--- src/rtl/controle_termostato_pkg.sv ---
// Shared thermostat definitions: temperature range, state encoding and the
// target clamp. The plant FSM imports the same package, so both sides agree
// on the step-interface state values.
package termostato_pkg;

    localparam int TW = 5;

    localparam logic [TW-1:0] TEMP_MIN = TW'(20);
    localparam logic [TW-1:0] TEMP_MAX = TW'(27);

    typedef enum logic [1:0] {
        OCIOSO          = 2'd0,
        PEDE_AUMENTO    = 2'd1,
        PEDE_DIMINUICAO = 2'd2,
        FALHA           = 2'd3
    } estado_t;

    // Force a requested temperature into the legal [TEMP_MIN, TEMP_MAX] range.
    function automatic logic [TW-1:0] clamp_temp(input logic [TW-1:0] t);
        logic [TW-1:0] r;
        r = t;
        if (t < TEMP_MIN) r = TEMP_MIN;
        else if (t > TEMP_MAX) r = TEMP_MAX;
        return r;
    endfunction

endpackage

--- src/rtl/controle_termostato_if.sv ---
// Step interface between the thermostat (master) and the air-conditioner
// plant (slave): +1/-1 degree requests held until a one-cycle ack, plus the
// temperature the plant currently reports.
interface controle_termostato_if;
    import termostato_pkg::*;

    logic          aumenta;
    logic          diminui;
    logic          ack;
    logic [TW-1:0] real_in;

    modport master (
        output aumenta,
        output diminui,
        input  ack,
        input  real_in
    );

    modport slave (
        input  aumenta,
        input  diminui,
        output ack,
        output real_in
    );

endinterface

--- src/rtl/controle_termostato_contador_sat.sv ---
// Saturating up-counter with synchronous clear. Clear wins over increment;
// once the count reaches MAX it holds there until cleared.
module contador_sat #(
    parameter int MAX = 15,
    parameter int W   = $clog2(MAX + 1)
) (
    input  logic         clk_i,
    input  logic         rst_n_i,
    input  logic         clr_i,
    input  logic         inc_i,
    output logic [W-1:0] cnt_o
);

    logic [W-1:0] cnt_q;
    logic [W-1:0] cnt_d;

    // Next count: clear, saturating increment, or hold.
    always_comb begin
        cnt_d = cnt_q;
        if (clr_i) begin
            cnt_d = '0;
        end else if (inc_i && (cnt_q != W'(MAX))) begin
            cnt_d = cnt_q + 1'b1;
        end
    end

    // Count register.
    always_ff @(posedge clk_i or negedge rst_n_i) begin
        if (!rst_n_i) cnt_q <= '0;
        else          cnt_q <= cnt_d;
    end

    assign cnt_o = cnt_q;

endmodule

--- src/rtl/controle_termostato.sv ---
// Thermostat command generator. Latches a clamped target, compares it with
// the plant temperature and issues one-degree step requests over the step
// interface, each held until acked. A request that waits TIMEOUT cycles
// without ack parks the controller in FALHA until a new target is loaded.
// A drip flag rises after PING_CYCLES idle cycles sitting at TEMP_MIN.
module controle_termostato
    import termostato_pkg::*;
#(
    parameter int TIMEOUT     = 15,
    parameter int PING_CYCLES = 8
) (
    input  logic                  clk_2,
    input  logic                  reset_n,
    input  logic [TW-1:0]         desejo_in,
    input  logic                  carregar,
    controle_termostato_if.master passo,
    output logic [TW-1:0]         alvo,
    output logic                  falha,
    output logic                  pingando,
    output logic [1:0]            estado
);

    localparam int TMO_W  = $clog2(TIMEOUT + 1);
    localparam int PING_W = $clog2(PING_CYCLES + 1);

    estado_t       estado_q, estado_d;
    logic [TW-1:0] alvo_q, alvo_d;
    logic          aumenta_q, diminui_q, falha_q;

    logic [TMO_W-1:0]  tmo_cnt;
    logic [PING_W-1:0] ping_cnt;
    logic              pedindo;
    logic              tmo_hit;
    logic              drip_ok;

    assign pedindo = (estado_q == PEDE_AUMENTO) || (estado_q == PEDE_DIMINUICAO);
    // The cycle being judged is the TIMEOUT-th one spent waiting.
    assign tmo_hit = (tmo_cnt == TMO_W'(TIMEOUT - 1));
    assign drip_ok = (estado_q == OCIOSO) && (passo.real_in == alvo_q) &&
                     (alvo_q == TEMP_MIN);

    // Cycles the current request has waited; restarts for every new request.
    contador_sat #(.MAX(TIMEOUT), .W(TMO_W)) u_timeout (
        .clk_i   (clk_2),
        .rst_n_i (reset_n),
        .clr_i   (!pedindo || passo.ack),
        .inc_i   (pedindo),
        .cnt_o   (tmo_cnt)
    );

    // Consecutive idle cycles at the minimum temperature.
    contador_sat #(.MAX(PING_CYCLES), .W(PING_W)) u_pinga (
        .clk_i   (clk_2),
        .rst_n_i (reset_n),
        .clr_i   (!drip_ok),
        .inc_i   (drip_ok),
        .cnt_o   (ping_cnt)
    );

    // Target latch; a new target is accepted in every state.
    always_comb begin
        alvo_d = alvo_q;
        if (carregar) alvo_d = clamp_temp(desejo_in);
    end

    // Next-state decision; ack has priority over the timeout.
    always_comb begin
        estado_d = estado_q;
        unique case (estado_q)
            OCIOSO: begin
                if (passo.real_in < alvo_q)      estado_d = PEDE_AUMENTO;
                else if (passo.real_in > alvo_q) estado_d = PEDE_DIMINUICAO;
            end
            PEDE_AUMENTO, PEDE_DIMINUICAO: begin
                if (passo.ack)    estado_d = OCIOSO;
                else if (tmo_hit) estado_d = FALHA;
            end
            FALHA: begin
                if (carregar) estado_d = OCIOSO;
            end
            default: estado_d = OCIOSO;
        endcase
    end

    // State, target and registered Moore outputs.
    always_ff @(posedge clk_2 or negedge reset_n) begin
        if (!reset_n) begin
            estado_q  <= OCIOSO;
            alvo_q    <= TEMP_MIN;
            aumenta_q <= 1'b0;
            diminui_q <= 1'b0;
            falha_q   <= 1'b0;
        end else begin
            estado_q  <= estado_d;
            alvo_q    <= alvo_d;
            aumenta_q <= (estado_d == PEDE_AUMENTO);
            diminui_q <= (estado_d == PEDE_DIMINUICAO);
            falha_q   <= (estado_d == FALHA);
        end
    end

    assign passo.aumenta = aumenta_q;
    assign passo.diminui = diminui_q;
    assign alvo          = alvo_q;
    assign falha         = falha_q;
    assign pingando      = (ping_cnt == PING_W'(PING_CYCLES));
    assign estado        = estado_q;

endmodule
--- src/flat_wrapper.sv ---
// flat-port wrapper written by rule: the top's interface ports become plain ports
module controle_termostato_flat import termostato_pkg::*;
#(
    parameter int TIMEOUT     = 15,
    parameter int PING_CYCLES = 8
)
  (clk_2, reset_n, desejo_in, carregar, alvo, falha, pingando, estado, passo_aumenta, passo_diminui, passo_ack, passo_real_in);
  controle_termostato_if passo_i ();
  input  logic clk_2;
  input  logic reset_n;
  input  logic [TW-1:0] desejo_in;
  input  logic carregar;
  output logic [TW-1:0] alvo;
  output logic falha;
  output logic pingando;
  output logic [1:0] estado;
  output wire logic [$bits(passo_i.aumenta)-1:0] passo_aumenta;
  output wire logic [$bits(passo_i.diminui)-1:0] passo_diminui;
  input wire logic [$bits(passo_i.ack)-1:0] passo_ack;
  input wire logic [$bits(passo_i.real_in)-1:0] passo_real_in;
  assign passo_aumenta = passo_i.aumenta;
  assign passo_diminui = passo_i.diminui;
  assign passo_i.ack = passo_ack;
  assign passo_i.real_in = passo_real_in;
  controle_termostato #(.TIMEOUT(TIMEOUT), .PING_CYCLES(PING_CYCLES)) u_core (.clk_2(clk_2), .reset_n(reset_n), .desejo_in(desejo_in), .carregar(carregar), .passo(passo_i), .alvo(alvo), .falha(falha), .pingando(pingando), .estado(estado));
endmodule
--- config.mk ---
export PLATFORM = sky130hd
export DESIGN_NAME = controle_termostato_flat
export DESIGN_NICKNAME = d
export VERILOG_FILES = /design/src/rtl/controle_termostato_pkg.sv /design/src/rtl/controle_termostato_if.sv /design/src/rtl/controle_termostato_contador_sat.sv /design/src/rtl/controle_termostato.sv /design/src/flat_wrapper.sv
export SDC_FILE = /design/constraint.sdc
export NUM_CORES = 1
export LEC_CHECK = 0
export CAP_MARGIN = 25
export CORE_MARGIN = 2
export CORE_UTILIZATION = 50
export CTS_BUF_LIST = sky130_fd_sc_hd__clkbuf_2
export DETAILED_ROUTE_END_ITERATION = 10
export GPL_TIMING_DRIVEN = 1
export PLACE_DENSITY = 0.81
export SYNTH_ARGS = -nofsm -noshare
export SYNTH_HDL_FRONTEND = slang
export SYNTH_SLANG_ARGS = --single-unit
--- constraint.sdc ---
create_clock -name clk_2 -period 2.8 [get_ports clk_2]
set_input_delay 0.42 -clock clk_2 [delete_from_list [all_inputs] [get_ports clk_2]]
set_output_delay 0.42 -clock clk_2 [all_outputs]
set_load 0.1 [all_outputs]
Figure 1. Wires at chosen ports, followed through buffers.
(6 px per µm)
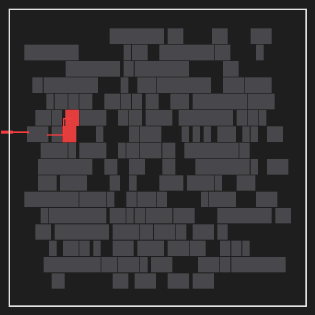
Key: `passo_ack` = red [bits 1, direction input, edge left, end cells 2, buffers 1, wire 9.60 µm]
number of port buffers: 24
Top Ports: 25

Figure 2. Cell outlines without signal wires.
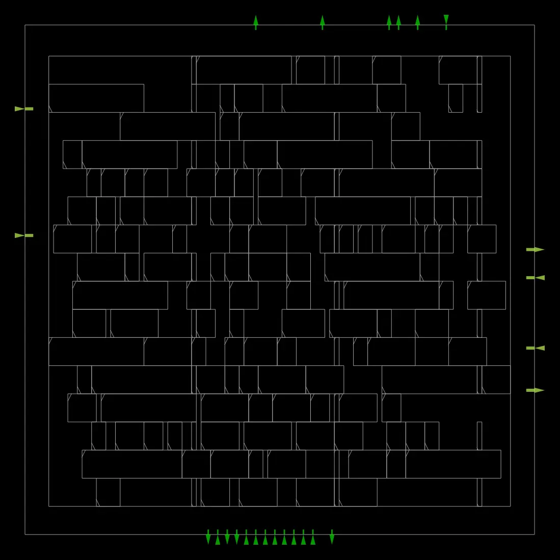
sequential fraction of total cell area: 35.1%
Core Box Area: 1940 µm²
Final Non-Filler Cells: 157

Figure 3. Selected gate families.
(10 px per µm)
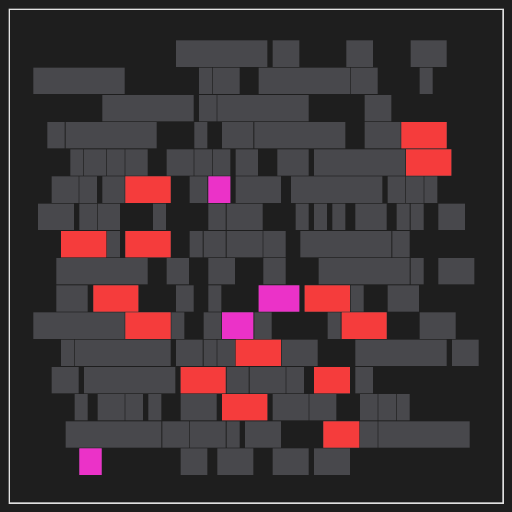
Key: adder and majority cells = red [cells 14]; AND and OR gates = magenta [cells 4]
most common cell after layout, fill and taps aside: sky130_fd_sc_hd__dfrtp_1
Comb/total area: 40.5%

Figure 4. Pin placement.
(10 px per µm) Pins as bars across the die edge, other pins in grey.
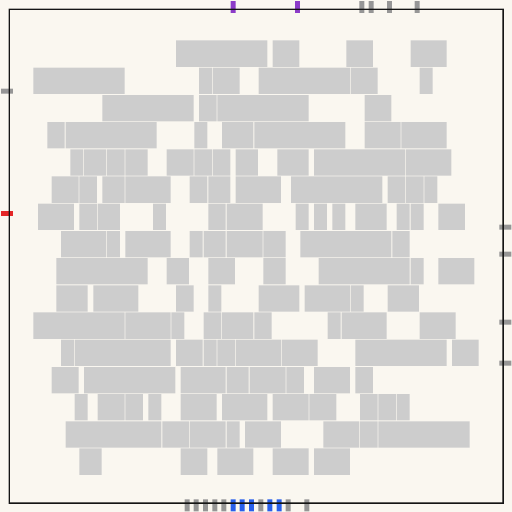
Key: `estado` = purple [pins 2, direction output, edge top]; `desejo_in` = blue [pins 5, direction input, edge bottom]; `passo_ack` = red [pins 1, direction input, edge left]
height of the die: 49.2 µm
die boundary width: 49.2 µm

Figure 5. Sizing map.
(10 px per µm)
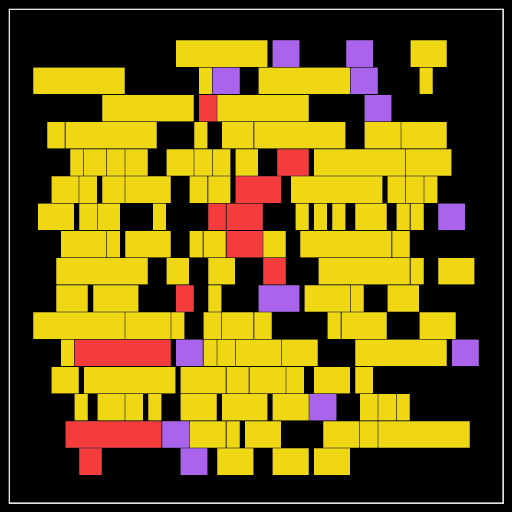
Key: drive 3 to 4 = purple [cells 12, share 9.2%, most used buf_4]; drive 1 or less = yellow [cells 107, share 82%, most used dfrtp_1]; drive 2 = red [cells 11, share 8.5%, most used clkbuf_2]
smallest setup slack after layout: 0.767 ns
Non-Filler Cell Area, Final: 1290 µm²

==> summary.txt <==
Latest figures from synthesis and place and route.

Entering global routing, the biggest net connects 19 pins. Synthesis handed over a netlist of 102 instances. The data arrival time reported for the critical path is 1.61 ns. The number of buffers added for setup after CTS is 0.

Summed over all nets, the switching power comes to 0.503 mW. The register with the most flip-flops in the layout has 5 of them. The number of H-tree levels is 1. The number of antenna violations at the first check in global routing came to 0. Traced cell by cell, the critical path runs through inv_1 -> ha_1 -> nand2_1 -> nor2_1 -> buf_4. The post-synthesis sequential element count is 18. Signal routing reaches up to met4. The most heavily used metal layer in global routing is met2. The timing report notes that buffer and inverter cells on the critical path total 2. The reported clock group power is 0.110 mW.

In this run, the synthesized area fraction spent on AND-OR/OR-AND gates is recorded as 14.5%. On the worst path, the slowest cell contributes a delay of 0.43 ns. The total number of warnings across the stage logs is 30. The reg-to-reg startpoint is u_core.alvo[4]$_DFFE_PN1P_.

The synthesized chip area reported by yosys is 1020 µm². The worst slack after detailed placement is 0.629 ns. After Yosys synthesis, XOR and XNOR cells account for 2.57% of the synthesized area. The count of maximum capacitance violations is 0. The core utilization before placement is 52.7%. The number of global-route vias before repair was 868.

The run finished with clean final reports. The switching power as a share of total power is 51.1%. After clock tree synthesis, the flow added hold-fix buffers numbering 0. The highest-delay cell along the critical path is sky130_fd_sc_hd__dfrtp_1.

The final hold violation count is 0. The internal power consumption is 0.482 mW. The met1 usage in global routing is 20.6%. The post-synthesis mux area share is 0.978%. The deepest clock path buffer count is 2. The post-CTS resize count is 0. Based on the critical path, the design can be clocked at up to 492 MHz. The top contributor to total power is combinational cells. The final layout report lists a non-clock buffer count of 24. The element type at the critical path end is an output pin. Compared with the post-synthesis result, the final layout area differs by 25.9%. The cell at the root of the clock tree is sky130_fd_sc_hd__clkbuf_2.

The chip occupies 2430 µm². The first global-routing pass estimated 3.55 mm of wire. The layout contains a multi-input combinational cell count of 71.

The post-DP HPWL is 1.64 mm. The setup check on the worst reg-to-reg path leaves a slack of 0.86 ns. Combinational power for this build is 0.530 mW. In this run, synthesis inferred 0 flip-flops with an integrated enable. The number of stages on the worst setup path is 5. Setup repair after global routing left no endpoint under its margin. Power spread over the standard cell area amounts to 765 nW/µm².

The placement summary gives the final routability congestion estimate as 0.716. The launching element type of the critical path is a flip-flop. The clock reaches the later pin of the worst-skew pair after 0.30 ns. Yosys attributes the largest share of cell area to sky130_fd_sc_hd__dfrtp_1 39%, sky130_fd_sc_hd__ha_1 15%, sky130_fd_sc_hd__dfstp_2 5.1%. The clock-cell share of area is 1.46%. The multi-input gate area in the final layout is 522 µm². Once iteration 0 of detailed routing completed, the report listed 11 DRC markers.

The met2 demand-to-capacity share in global routing is 36.5%. The primary flip-flop cell chosen by synthesis mapping is sky130_fd_sc_hd__dfrtp_1. TritonCTS built the clock tree. The worst setup path is of the flip-flop to output pin kind.

The number of nets in the synthesized netlist is 128. In the post-route report, total wirelength is listed as 2.01 mm. After detailed routing, the number of remaining DRC violations is 0.
Power and IR drop assume default switching activity.
